===== config.mk =====
export PLATFORM = sky130hd
export DESIGN_NAME = wisc_mem_arbiter
export DESIGN_NICKNAME = d
export VERILOG_FILES = /design/src/rtl/wisc_mem_pkg.sv /design/src/rtl/wisc_lat_timer.sv /design/src/rtl/wisc_mem_arbiter.sv
export SDC_FILE = /design/constraint.sdc
export NUM_CORES = 1
export LEC_CHECK = 0
export ABC_CLOCK_PERIOD_IN_PS = 3300
export CORE_ASPECT_RATIO = 1.75
export CORE_MARGIN = 4
export CORE_UTILIZATION = 25
export DETAILED_ROUTE_END_ITERATION = 10
export PLACE_DENSITY = 0.55
export SLEW_MARGIN = 20
export SYNTH_ARGS = -nofsm -noshare
export SYNTH_HDL_FRONTEND = slang
export SYNTH_SLANG_ARGS = --single-unit

===== constraint.sdc =====
create_clock -name clk -period 3.3 [get_ports clk]
set_input_delay 0.825 -clock clk [delete_from_list [all_inputs] [get_ports clk]]
set_output_delay 0.825 -clock clk [all_outputs]
set_load 0.03 [all_outputs]

===== src/rtl/wisc_mem_pkg.sv =====
// wisc_mem_pkg
// Shared types and constants for the unified WISC memory arbiter.
//   state_e : arbiter FSM states (IDLE -> BUSY -> DONE -> IDLE)
//   src_e   : which requester owns the access in flight
//   OP_*    : ISA opcodes relevant to memory traffic and fetch squashing
package wisc_mem_pkg;

  localparam int ADDR_W_DEF = 16;
  localparam int DATA_W_DEF = 16;

  localparam logic [3:0] OP_LW  = 4'h8;
  localparam logic [3:0] OP_SW  = 4'h9;
  localparam logic [3:0] OP_B   = 4'hC;
  localparam logic [3:0] OP_BR  = 4'hD;
  localparam logic [3:0] OP_HLT = 4'hF;

  typedef enum logic [1:0] {
    IDLE = 2'd0,
    BUSY = 2'd1,
    DONE = 2'd2
  } state_e;

  typedef enum logic {
    SRC_I = 1'b0,
    SRC_D = 1'b1
  } src_e;

endpackage


===== src/rtl/wisc_lat_timer.sv =====
// wisc_lat_timer
// Loadable down-counter that tracks the fixed memory latency of one access.
// Ports:
//   clk, rst_n : clock and asynchronous active-low reset
//   load_i     : load the counter with MEM_LAT (grant edge)
//   dec_i      : decrement by one (stops at zero)
//   done_o     : counter currently equals 1, i.e. the next edge captures data
module wisc_lat_timer #(
  parameter int MEM_LAT = 4
) (
  input  logic clk,
  input  logic rst_n,
  input  logic load_i,
  input  logic dec_i,
  output logic done_o
);

  localparam int CNT_W = $clog2(MEM_LAT + 1);

  logic [CNT_W-1:0] cnt_q, cnt_d;

  // Load has priority so a grant in the same cycle as a stale decrement wins.
  always_comb begin
    cnt_d = cnt_q;
    if (load_i) begin
      cnt_d = CNT_W'(MEM_LAT);
    end else if (dec_i && (cnt_q != '0)) begin
      cnt_d = cnt_q - CNT_W'(1);
    end
  end

  always_ff @(posedge clk or negedge rst_n) begin
    if (!rst_n) begin
      cnt_q <= '0;
    end else begin
      cnt_q <= cnt_d;
    end
  end

  assign done_o = (cnt_q == CNT_W'(1));

endmodule


===== src/rtl/wisc_mem_arbiter.sv =====
// wisc_mem_arbiter
// Shares the single-port unified WISC memory between instruction fetch and
// the MEM stage (LW/SW). Data has priority, but after MAX_D_STREAK back-to-back
// data grants with fetch waiting, fetch gets the next slot. A taken branch may
// squash an in-flight fetch; the memory access itself still completes.
// Ports:
//   clk, rst_n        : clock, asynchronous active-low reset
//   if_req_i/addr_i   : fetch request and address (held until valid or flush)
//   if_flush_i        : squash in-flight fetch
//   if_rdata_o/valid_o: fetched instruction and one-cycle valid pulse
//   d_req_i/we_i/addr_i/wdata_i : data request (we=1 store, we=0 load)
//   d_rdata_o/valid_o : load data and one-cycle completion pulse
//   mem_en_o/we_o/addr_o/wdata_o, mem_rdata_i : memory macro interface
//   busy_o            : an access is in progress (state != IDLE)
module wisc_mem_arbiter
  import wisc_mem_pkg::*;
#(
  parameter int ADDR_W       = ADDR_W_DEF,
  parameter int DATA_W       = DATA_W_DEF,
  parameter int MEM_LAT      = 4,
  parameter int MAX_D_STREAK = 2
) (
  input  logic              clk,
  input  logic              rst_n,
  input  logic              if_req_i,
  input  logic [ADDR_W-1:0] if_addr_i,
  input  logic              if_flush_i,
  output logic [DATA_W-1:0] if_rdata_o,
  output logic              if_valid_o,
  input  logic              d_req_i,
  input  logic              d_we_i,
  input  logic [ADDR_W-1:0] d_addr_i,
  input  logic [DATA_W-1:0] d_wdata_i,
  output logic [DATA_W-1:0] d_rdata_o,
  output logic              d_valid_o,
  output logic              mem_en_o,
  output logic              mem_we_o,
  output logic [ADDR_W-1:0] mem_addr_o,
  output logic [DATA_W-1:0] mem_wdata_o,
  input  logic [DATA_W-1:0] mem_rdata_i,
  output logic              busy_o
);

  localparam int STREAK_W = $clog2(MAX_D_STREAK + 1);
  localparam logic [STREAK_W-1:0] STREAK_MAX = STREAK_W'(MAX_D_STREAK);

  state_e              state_q, state_d;
  src_e                src_q;
  logic [STREAK_W-1:0] streak_q, streak_d;
  logic                squash_q;
  logic                mem_en_q, mem_we_q;
  logic [ADDR_W-1:0]   mem_addr_q;
  logic [DATA_W-1:0]   mem_wdata_q;
  logic [DATA_W-1:0]   if_rdata_q, d_rdata_q;
  logic                if_valid_q, d_valid_q;

  logic grant_d, grant_i, grant;
  logic lat_done;
  logic capture;
  logic flush_now;
  logic squash_now;

  wisc_lat_timer #(
    .MEM_LAT (MEM_LAT)
  ) u_lat_timer (
    .clk    (clk),
    .rst_n  (rst_n),
    .load_i (grant),
    .dec_i  (state_q == BUSY),
    .done_o (lat_done)
  );

  // Grants are only issued from IDLE; DONE is a deliberate dead cycle so
  // registered requesters see their valid and can drop req before re-arbitration.
  always_comb begin
    state_d = state_q;
    grant_d = 1'b0;
    grant_i = 1'b0;
    unique case (state_q)
      IDLE: begin
        if (d_req_i && (!if_req_i || (streak_q < STREAK_MAX))) begin
          grant_d = 1'b1;
          state_d = BUSY;
        end else if (if_req_i) begin
          grant_i = 1'b1;
          state_d = BUSY;
        end
      end
      BUSY: begin
        if (lat_done) begin
          state_d = DONE;
        end
      end
      DONE: begin
        state_d = IDLE;
      end
      default: begin
        state_d = IDLE;
      end
    endcase
  end

  assign grant = grant_d | grant_i;

  // The streak only counts data grants that actually made fetch wait.
  always_comb begin
    streak_d = streak_q;
    if (grant_d) begin
      if (if_req_i) begin
        streak_d = (streak_q == STREAK_MAX) ? streak_q : streak_q + STREAK_W'(1);
      end else begin
        streak_d = '0;
      end
    end else if (grant_i) begin
      streak_d = '0;
    end
  end

  // A flush arriving on the capture edge itself also suppresses the fetch data.
  assign capture    = (state_q == BUSY) && lat_done;
  assign flush_now  = (state_q == BUSY) && (src_q == SRC_I) && if_flush_i;
  assign squash_now = squash_q || flush_now;

  always_ff @(posedge clk or negedge rst_n) begin
    if (!rst_n) begin
      state_q  <= IDLE;
      streak_q <= '0;
      squash_q <= 1'b0;
    end else begin
      state_q  <= state_d;
      streak_q <= streak_d;
      if (flush_now) begin
        squash_q <= 1'b1;
      end else if (state_q == DONE) begin
        squash_q <= 1'b0;
      end
    end
  end

  // Request fields are latched at grant and held until the next grant, so the
  // memory sees stable address/data for the whole access.
  always_ff @(posedge clk or negedge rst_n) begin
    if (!rst_n) begin
      src_q       <= SRC_I;
      mem_en_q    <= 1'b0;
      mem_we_q    <= 1'b0;
      mem_addr_q  <= '0;
      mem_wdata_q <= '0;
      if_rdata_q  <= '0;
      d_rdata_q   <= '0;
      if_valid_q  <= 1'b0;
      d_valid_q   <= 1'b0;
    end else begin
      mem_en_q <= grant;
      if (grant) begin
        src_q       <= grant_d ? SRC_D : SRC_I;
        mem_we_q    <= grant_d && d_we_i;
        mem_addr_q  <= grant_d ? d_addr_i : if_addr_i;
        mem_wdata_q <= grant_d ? d_wdata_i : '0;
      end
      if (capture && (src_q == SRC_D) && !mem_we_q) begin
        d_rdata_q <= mem_rdata_i;
      end
      if (capture && (src_q == SRC_I) && !squash_now) begin
        if_rdata_q <= mem_rdata_i;
      end
      d_valid_q  <= capture && (src_q == SRC_D);
      if_valid_q <= capture && (src_q == SRC_I) && !squash_now;
    end
  end

  assign if_rdata_o  = if_rdata_q;
  assign if_valid_o  = if_valid_q;
  assign d_rdata_o   = d_rdata_q;
  assign d_valid_o   = d_valid_q;
  assign mem_en_o    = mem_en_q;
  assign mem_we_o    = mem_we_q;
  assign mem_addr_o  = mem_addr_q;
  assign mem_wdata_o = mem_wdata_q;
  assign busy_o      = (state_q != IDLE);

endmodule


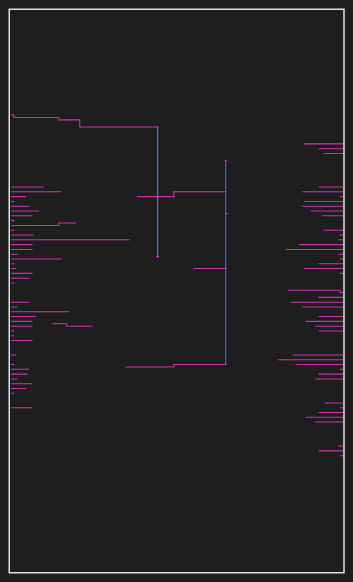
run_1/wires.png
Two of the layers only.
- blue: metal 4 (wire length 94.5 microns)
- magenta: metal 3 (wire length 656 microns)

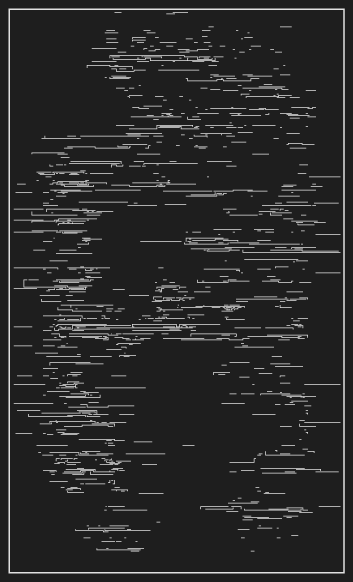
run_1/layer_met1.png
- share of all routed wire: 38%
- nets with wire on the layer: 397
- main direction: horizontal
Detailed Route WL: 8.897 mm
DR vias: 2576
M1 GR Usage: 13.68%

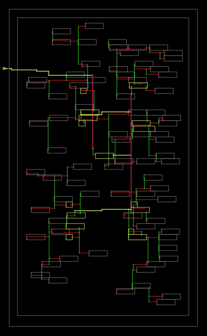
run_1/clocks.png
Clock Latency Late Sink: 0.33 ns
Post-Route Skew: 0.005577 ns
flip-flops: 77

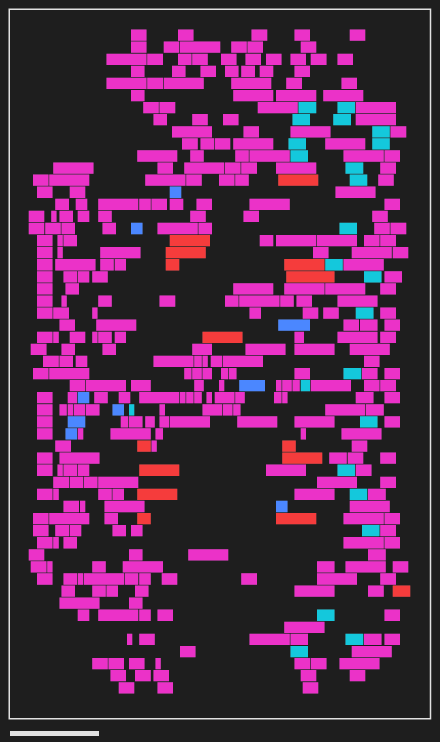
run_1/sizes.png
Bar = 20 microns.
- magenta: _0 and _1 cells (cells 345; most used clkdlybuf4s50_1)
- cyan: _2 cells (cells 24; most used mux2_2)
- blue: _3 and _4 cells (cells 9; most used buf_4)
- red: _6 and larger (cells 15; most used clkbuf_16)
fin worst setup slack: 0.3450 ns
area grow syn2layout: 56.71%

==> impl_metrics.tcl, run 1 <==
# implementation run metrics
set metrics [dict create \
    outcome "finished clean" \
    p_seq_w 0.00153 \
    hold_ws_ns 0.4906 \
    comb_power_share_pct 46.9 \
    cts_htree_levels 3 \
    antenna_found_initial 0 \
    openroad.warnings 28 \
    synth.distinct_cells 34 \
    num_rows 55 \
    hold_violations 0 \
    tightest_slew_ns 0.7105 \
    comb_power_w 0.00224 \
    ys_seq_share_pct 58.89 \
    antennaDiodeCount 0 \
    ys_area_sq_um 3272 \
    globalplace.congestion 0.7140 \
    power_clock_w 0.00101 \
    swShare_pct 38.70 \
    cts.clk_slew.worst_paths_ns 0.06 \
    p_seq_share_pct 32.0 \
    yosys_cells 252 \
    edf_count 0 \
    rsz0062_at_grt "no" \
    synth_warnings 0 \
    fmax_mhz 338.4 \
    setup_viol 0 \
    grt_use_total_pct 11.95 \
    hold_buffers 0 \
    tritoncts "done" \
    internal_power_w 0.002929 \
    syn-instance-count 252 \
    cp-end-kind "primary output" \
    start_kind "flip-flop" \
    power_density_nw_per_um2 931.9 \
    ioPinCount 139 \
    cts_buffers 9 \
    cp.arrival_ns 2.13 \
    die_y_microns 159.3 \
    leakagePower_nw 2.295 \
    clockRootBuffer "clkbuf_16" \
    io_buffers 138 \
    cap_violations 0 \
    power_leader "combinational cells" \
    grt.overflow.total 0 \
    grt_pass1_wl_mm 14.13 \
    coreArea_sq_um 12870 \
    top_area_share_pct 58.89 \
    dieArea_sq_um 15050 \
    drt-pass1-iter-count 4 \
    top_area_cell "dfrtp_1" \
]
[run 1: worst max-delay path, cell delays in order (launching register included)]
cell and delay [ns]:
dfrtp_1 0.46, nor2_1 0.12, inv_2 0.44, clkdlybuf4s50_1 0.78
[run 1: cell usage in the layout, fill, tap and decap left out, drive strengths merged, types with 2 or more instances in the layout]
cell type / synthesis / final
a2111oi: 16 / 16
a211o: 16 / 16
a21oi: 3 / 3
a22o: 17 / 17
buf: 6 / 5
clkbuf: 11 / 9
clkdlybuf4s50: 0 / 137
clkinvlp: 0 / 2
dfrtp: 77 / 77
ha: 4 / 4
inv: 24 / 28
mux2: 32 / 32
nand2: 3 / 3
nand3b: 2 / 2
nor2: 2 / 2
nor2b: 2 / 2
o21a: 16 / 16
o21ai: 7 / 7
or3: 2 / 2
[run 1: stage by stage]
step           std cells  instance area, sq um  util [%]
2_1_floorplan        252                  3272         -
6_report             564                  5127     39.84
3_3_place_gp         548                  4813     37.40
5_1_grt              564                  5127     39.84
4_1_cts              564                  5119     39.78
3_5_place_dp         548                  4813     37.40
[run 1: layout make-up]
type                    instances  area [sq um]
inverters                      24         90.09
well taps                     171         214.0
fillers                      1282          7741
flip-flops and latches         77          1927
multi-input cells             134          1179
repair buffers                142          1413
clock buffers                   9         225.2
clock inverters                 7         80.08
[run 1: synthesized netlist by cell type, types with 2 or more instances]
cell / number
dfrtp_1: 77
inv_1: 23
mux2_2: 22
a22o_1: 17
a2111oi_0: 16
a211o_1: 16
o21a_1: 16
clkbuf_1: 11
mux2_1: 10
o21ai_0: 7
buf_2: 4
ha_1: 4
a21oi_1: 3
buf_6: 2
nand2_1: 2
nor2_1: 2
nor2b_1: 2
or3_1: 2
[run 1: final timing paths]
kind | startpoint | to | slack, ns | depth (start not counted)
setup reg to reg | state_q[0] | mem_wdata_o[3] | 1.38 | 4
min in group asynchronous | rst_n | d_rdata_o[10] | 0.52 | 1
max in group asynchronous | rst_n | mem_wdata_o[7] | 2.29 | 1
setup / recovery | state_q[0] | busy_o | 0.35 | 3
hold / removal | d_rdata_o[14] | d_rdata_o[14] | 0.49 | 1
hold reg to reg | d_rdata_o[14] | d_rdata_o[14] | 0.49 | 1
[run 1: cell families (layout without fill, tap and decap cells)]
kind of cell	after synthesis	after routing	share of synthesized area, %
AND-OR/OR-AND	79	79	19.20
multiplexers	32	32	11.01
adder cells (fa/ha/maj)	4	4	1.530
AND/OR/NAND/NOR	19	19	4.054
flip-flops	77	77	58.89
buffers and inverters	41	182	5.315
[run 1: metal layers]
metal | GRT usage, % | up-vias | wire length [microns]
li1 | - | 1206 | -
met1 | 13.68 | 1273 | 3370
met2 | 21.44 | 90 | 4776
met3 | 3.026 | 7 | 656
met4 | 3.548 | 0 | 94
met5 | 0 | - | 0
[run 1: registers in the layout, summed over array words and instances, names as in the netlist]
register,count
mem_addr_o,16
if_rdata_o,16
src_q,1
if_valid_o,1
d_valid_o,1
u_lat_timer.cnt_q,3
d_rdata_o,16
state_q,2
mem_we_o,1
squash_q,1
mem_wdata_o,16
streak_q,2
mem_en_o,1
run_1/layer_met2.png
Cells faint in the background.
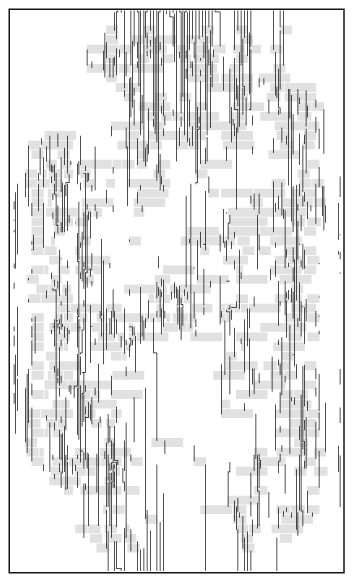

==> run 2: changes to the inputs <==
--- a/config.mk
+++ b/config.mk
@@ -6,12 +6,10 @@
 export NUM_CORES = 1
 export LEC_CHECK = 0
 export ABC_CLOCK_PERIOD_IN_PS = 3300
-export CORE_ASPECT_RATIO = 1.75
 export CORE_MARGIN = 4
 export CORE_UTILIZATION = 25
 export DETAILED_ROUTE_END_ITERATION = 10
 export PLACE_DENSITY = 0.55
-export SLEW_MARGIN = 20
 export SYNTH_ARGS = -nofsm -noshare
 export SYNTH_HDL_FRONTEND = slang
 export SYNTH_SLANG_ARGS = --single-unit
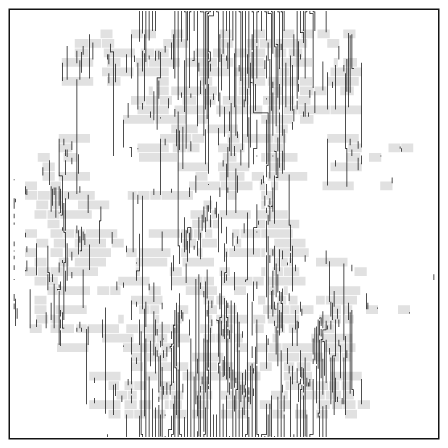
run_2/layer_met2.png
Cells faint in the background.
- share of all routed wire: 53%
- nets with wire on the layer: 395
- longest straight run: 46.2 microns
- main direction: vertical
- wire length on this layer: 4910 microns
Detailed Route WL: 9.244 mm
global-route track usage on met2: 21.47%
DR vias: 2522

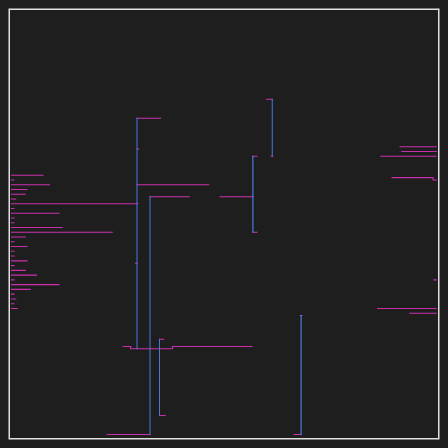
run_2/wires.png
Two of the layers only.
GRT Util Overall: 12.50%
wire length per cell: 16.33 microns

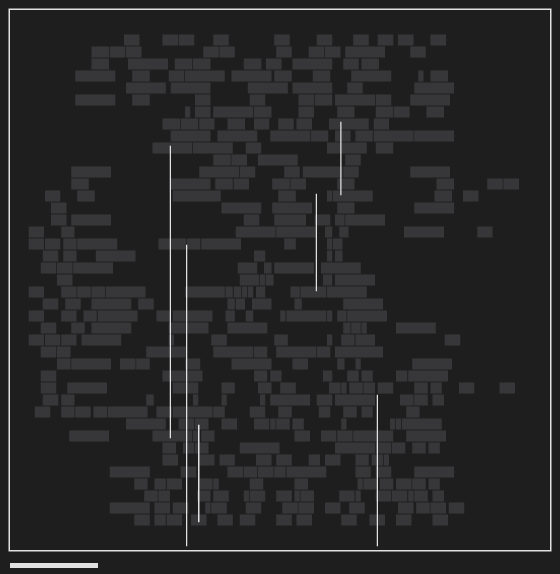
run_2/layer_met4.png
Bar = 20 microns. Cells faint in the background.
- nets with wire on the layer: 4
- share of all routed wire: 2.5%

==> impl_metrics.tcl, run 2 <==
# implementation run metrics
set metrics [dict create \
    fmax_mhz 343.0 \
    n_fill_cell 1256 \
    num_rows 41 \
    die_y_microns 122.4 \
    outcome "finished clean" \
    syn-instance-count 252 \
    cap_violations 0 \
    skew_ns 0.002964 \
    r2r_start "u_lat_timer.cnt_q[0]" \
    min_path_cells 1 \
    antenna_found_initial 0 \
    hold_violations 0 \
    cp-end-kind "primary output" \
    grt.met1_usage_pct 14.57 \
    dieArea_sq_um 14980 \
    grtUsageMet3_pct 3.088 \
    syn_to_final_growth_pct 56.86 \
    reg2reg_depth 4 \
    setup_viol 0 \
    regToRegSetupSlack_ns 1.57 \
    hold_buffers 0 \
    r2r_end "if_rdata_o[7]" \
    edf_count 0 \
    cts_buffers 9 \
    power_density_nw_per_um2 937.4 \
    rsz0062_at_grt "no" \
    ys_seq_share_pct 58.89 \
    cts.clk_slew.worst_paths_ns 0.06 \
    clockRootBuffer "clkbuf_16" \
    hold_path_end "d_rdata_o[7]" \
    top_area_share_pct 58.89 \
    top_area_cell "dfrtp_1" \
    tritoncts "done" \
    critical_path_buf_inv_count 2 \
    final_common_cell "clkdlybuf4s50_1" \
    grt_pass1_wl_mm 14.19 \
    common_cells "dfrtp_1 (77), inv_1 (23), mux2_2 (22)" \
    crit_chain "nor2_1 > inv_2 > clkdlybuf4s50_1" \
    clock_latency_ns 0.33 \
    yosys_cells 252 \
    openroad.warnings 28 \
    holdCritStartpoint "d_rdata_o[7]" \
    ioPinCount 139 \
]
[run 2: cell counts after synthesis]
No cell type changed its count.
[run 2: metal layers]
metal / up-vias / share of wire (%)
met4: 0 / 2.5
met2: 53 / 53
met3: 16 / 3.9
li1: 1214 / -
met5: - / 0
met1: 1239 / 41
[run 2: cells by family after synthesis]
logic type,Yosys count,share of synthesized area [%]
compound gates,79,19.20
fa+ha+maj,4,1.530
buf+inv,41,5.315
flops,77,58.89
mux,32,11.01
simple gates,19,4.054
[run 2: cell type report]
cell class	instances	area [sq um]	share of cell area [%]
sequential	77	1927	37.54
timing repair buffer	143	1416	27.60
multi-input combinational	134	1175	22.89
clock buffer	12	236.5	4.608
tap	172	215.2	4.193
inverter	24	90.09	1.755
clock inverter	4	72.57	1.414
[run 2: through the flow]
| stage | util (%) | std cells | hold WS [ns] | setup WS (ns) | instance area, sq um |
|---|---|---|---|---|---|
| floorplan | - | 252 | 0.4757 | 1.448 | 3272 |
| global placement | 37.91 | 550 | 0.4753 | 0.4537 | 4823 |
| detailed placement | 37.91 | 550 | 0.4845 | 0.4848 | 4823 |
| CTS | 40.34 | 566 | 0.4979 | 0.4004 | 5132 |
| global route | 40.34 | 566 | 0.5188 | 0.2838 | 5132 |
| finish | 40.34 | 566 | 0.4907 | 0.3848 | 5132 |
[run 2: worst max path at each step]
stage	startpoint	endpoint	slack [ns]	cells past startpoint
final	state_q[0]	busy_o	0.38	3
after floorplan	state_q[0]	busy_o	1.45	3
after CTS	state_q[0]	busy_o	0.40	3
after global routing	state_q[0]	busy_o	0.28	3
after detailed placement	d_req_i	mem_addr_o[10]	0.48	5
after global placement	d_req_i	mem_addr_o[9]	0.45	5
[run 2: power by group]
part | internal [W] | switching [W] | leakage (nW)
clock | 0.000661 | 0.000366 | 0.147
combinational | 0.00102 | 0.00123 | 1.18
sequential | 0.00131 | 0.000217 | 0.971
run_2/sizes.png
Bar = 20 microns.
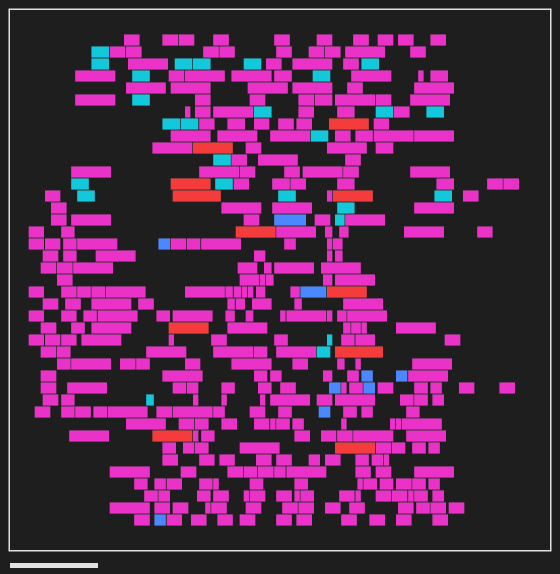

==> run 3: changes to the inputs <==
--- a/config.mk
+++ b/config.mk
@@ -5,6 +5,7 @@
 export SDC_FILE = /design/constraint.sdc
 export NUM_CORES = 1
 export LEC_CHECK = 0
+export ABC_AREA = 1
 export ABC_CLOCK_PERIOD_IN_PS = 3300
 export CORE_MARGIN = 4
 export CORE_UTILIZATION = 25
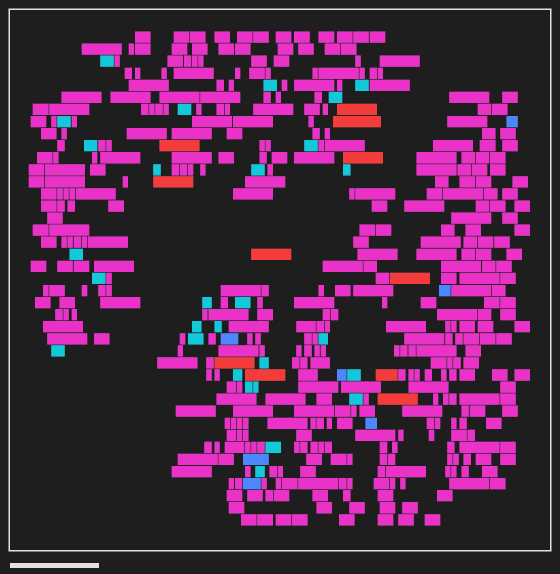
run_3/sizes.png
Bar = 20 microns.
- blue: _3 and _4 cells (cells 7; most used buf_4)
- red: _6 and larger (cells 11; most used clkbuf_16)
- cyan: _2 cells (cells 28; most used o21ai_2)
- magenta: _0 and _1 cells (cells 406; most used clkdlybuf4s50_1)

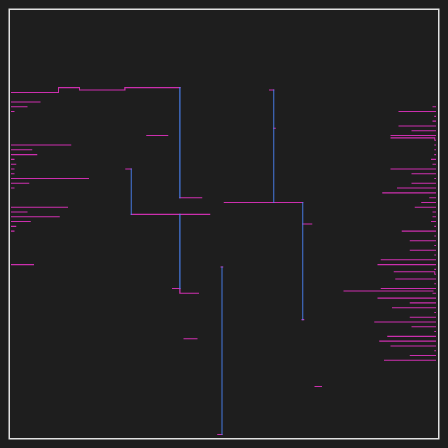
run_3/wires.png
Two of the layers only.
- magenta: metal 3 (wire length 626 microns)
- blue: metal 4 (wire length 178 microns)

==> impl_metrics.tcl, run 3 <==
# implementation run metrics
set metrics [dict create \
    netlist_area_sq_um 3232 \
    num_rows 41 \
    syn_to_final_growth_pct 54.16 \
    common_cells "dfrtp_1 (77), nand2_1 (62), a21oi_1 (32)" \
    yosys_cells 311 \
    p_seq_share_pct 31.5 \
    n_fill_cell 1249 \
    regToRegSetupSlack_ns 1.37 \
    vias 2666 \
    skew_ns 0.005494 \
    synthFlopType "dfrtp_1" \
    flop_area_sq_um 1927 \
    r2r_start "u_lat_timer.cnt_q[1]" \
    p_switching_w 0.002045 \
    rsz0062_at_grt "no" \
    clock_latency_ns 0.33 \
    final_common_cell "clkdlybuf4s50_1" \
    top_area_cell "dfrtp_1" \
    antenna_found_initial 0 \
    setup_viol 0 \
    ioPinCount 139 \
    wl_mm 8.875 \
    tritoncts "done" \
    swShare_pct 40.83 \
    hold_ws_ns 0.4811 \
    power_density_nw_per_um2 1005 \
    dieArea_sq_um 14810 \
    cp-end-kind "primary output" \
    edf_count 0 \
    openroad.warnings 28 \
    cap_violations 0 \
    top_area_share_pct 59.62 \
    die_y_microns 121.7 \
    cts.clk_slew.worst_paths_ns 0.06 \
    comb_power_share_pct 49.1 \
    ys_seq_share_pct 59.62 \
    clockRootBuffer "clkbuf_16" \
    hold_violations 0 \
    fmax_mhz 404.8 \
    wl_per_cell_microns 14.22 \
    holdCritStartpoint "d_rdata_o[15]" \
    hold_buffers 0 \
    grt_use_total_pct 12.15 \
    comb_area_sq_um 1039 \
    critPathLaunch "state_q[0]" \
    cp.arrival_ns 1.65 \
    syn-instance-count 311 \
    outcome "finished clean" \
    grt_pass1_wl_mm 14.18 \
]
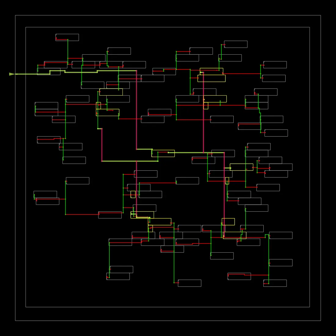
run_3/clocks.png
Clk. pwr: 0.000972 W
TritonCTS Buffers: 9
Clock Buffer Count: 11

## run 3: final timing paths
kind | end | cells after the start
max in group asynchronous | d_rdata_o[0] | 1
max reg2reg | d_rdata_o[10] | 7
min in group asynchronous | mem_wdata_o[6] | 1
min | d_rdata_o[15] | 2
min reg2reg | d_rdata_o[15] | 2
max | busy_o | 3
## run 3: worst max-delay path, stage by stage, from the launching register on
cell,delay [ns]
dfrtp_1,0.42
inv_1,0.06
nand2_1,0.15
clkdlybuf4s50_1,0.70
## run 3: kinds of logic after synthesis
logic type | synth area share, %
adders and majority gates | 1.549
AOI/OAI and AO/OA | 17.61
buffers and inverters | 8.246
and+or+nand+nor | 12.97
DFF | 59.62
## run 3: area by class of cell
cell class / count / share of cell area [%]
clock buffers: 11 / 4.872
clock inverters: 5 / 1.005
inverters: 30 / 2.310
multi-input cells: 189 / 20.84
flip-flops and latches: 77 / 38.67
well taps: 172 / 4.319
repair buffers: 140 / 27.98
## run 3: power groups by stage
| stage | combinational, W | clock, W | sequential [W] |
|---|---|---|---|
| 4_1_cts | 0.00250 | 0.00100 | 0.00158 |
| 5_1_grt | 0.00264 | 0.00105 | 0.00163 |
| 3_3_place_gp | 0.00245 | 0 | 0.00159 |
| 2_1_floorplan | 0.000784 | 0 | 0.00229 |
| 6_report | 0.00246 | 0.000972 | 0.00158 |
| 3_5_place_dp | 0.00249 | 0 | 0.00159 |
## run 3: through the flow
step / std cells / worst slack, ns / total power, W / utilization [%] / area [sq um]
after floorplan: 311 / 1.756 / 0.003075 / - / 3232
after global placement: 608 / 0.8571 / 0.004042 / 37.16 / 4690
after detailed placement: 608 / 0.8315 / 0.004083 / 37.16 / 4690
after CTS: 624 / 0.8020 / 0.005087 / 39.48 / 4982
after global routing: 624 / 0.7608 / 0.005323 / 39.48 / 4982
final: 624 / 0.8294 / 0.005008 / 39.48 / 4982
## run 3: metal layers
metal | vias to the layer above | part of all wire [%] | wire, microns | GRT usage, %
met5 | - | 0 | 0 | 0
met4 | 0 | 2.0 | 178 | 5.392
met3 | 14 | 7.0 | 625 | 3.528
met2 | 95 | 45 | 4016 | 18.41
met1 | 1268 | 46 | 4054 | 16.16
li1 | 1289 | - | - | -
Power is estimated from default activity; no workload was simulated.
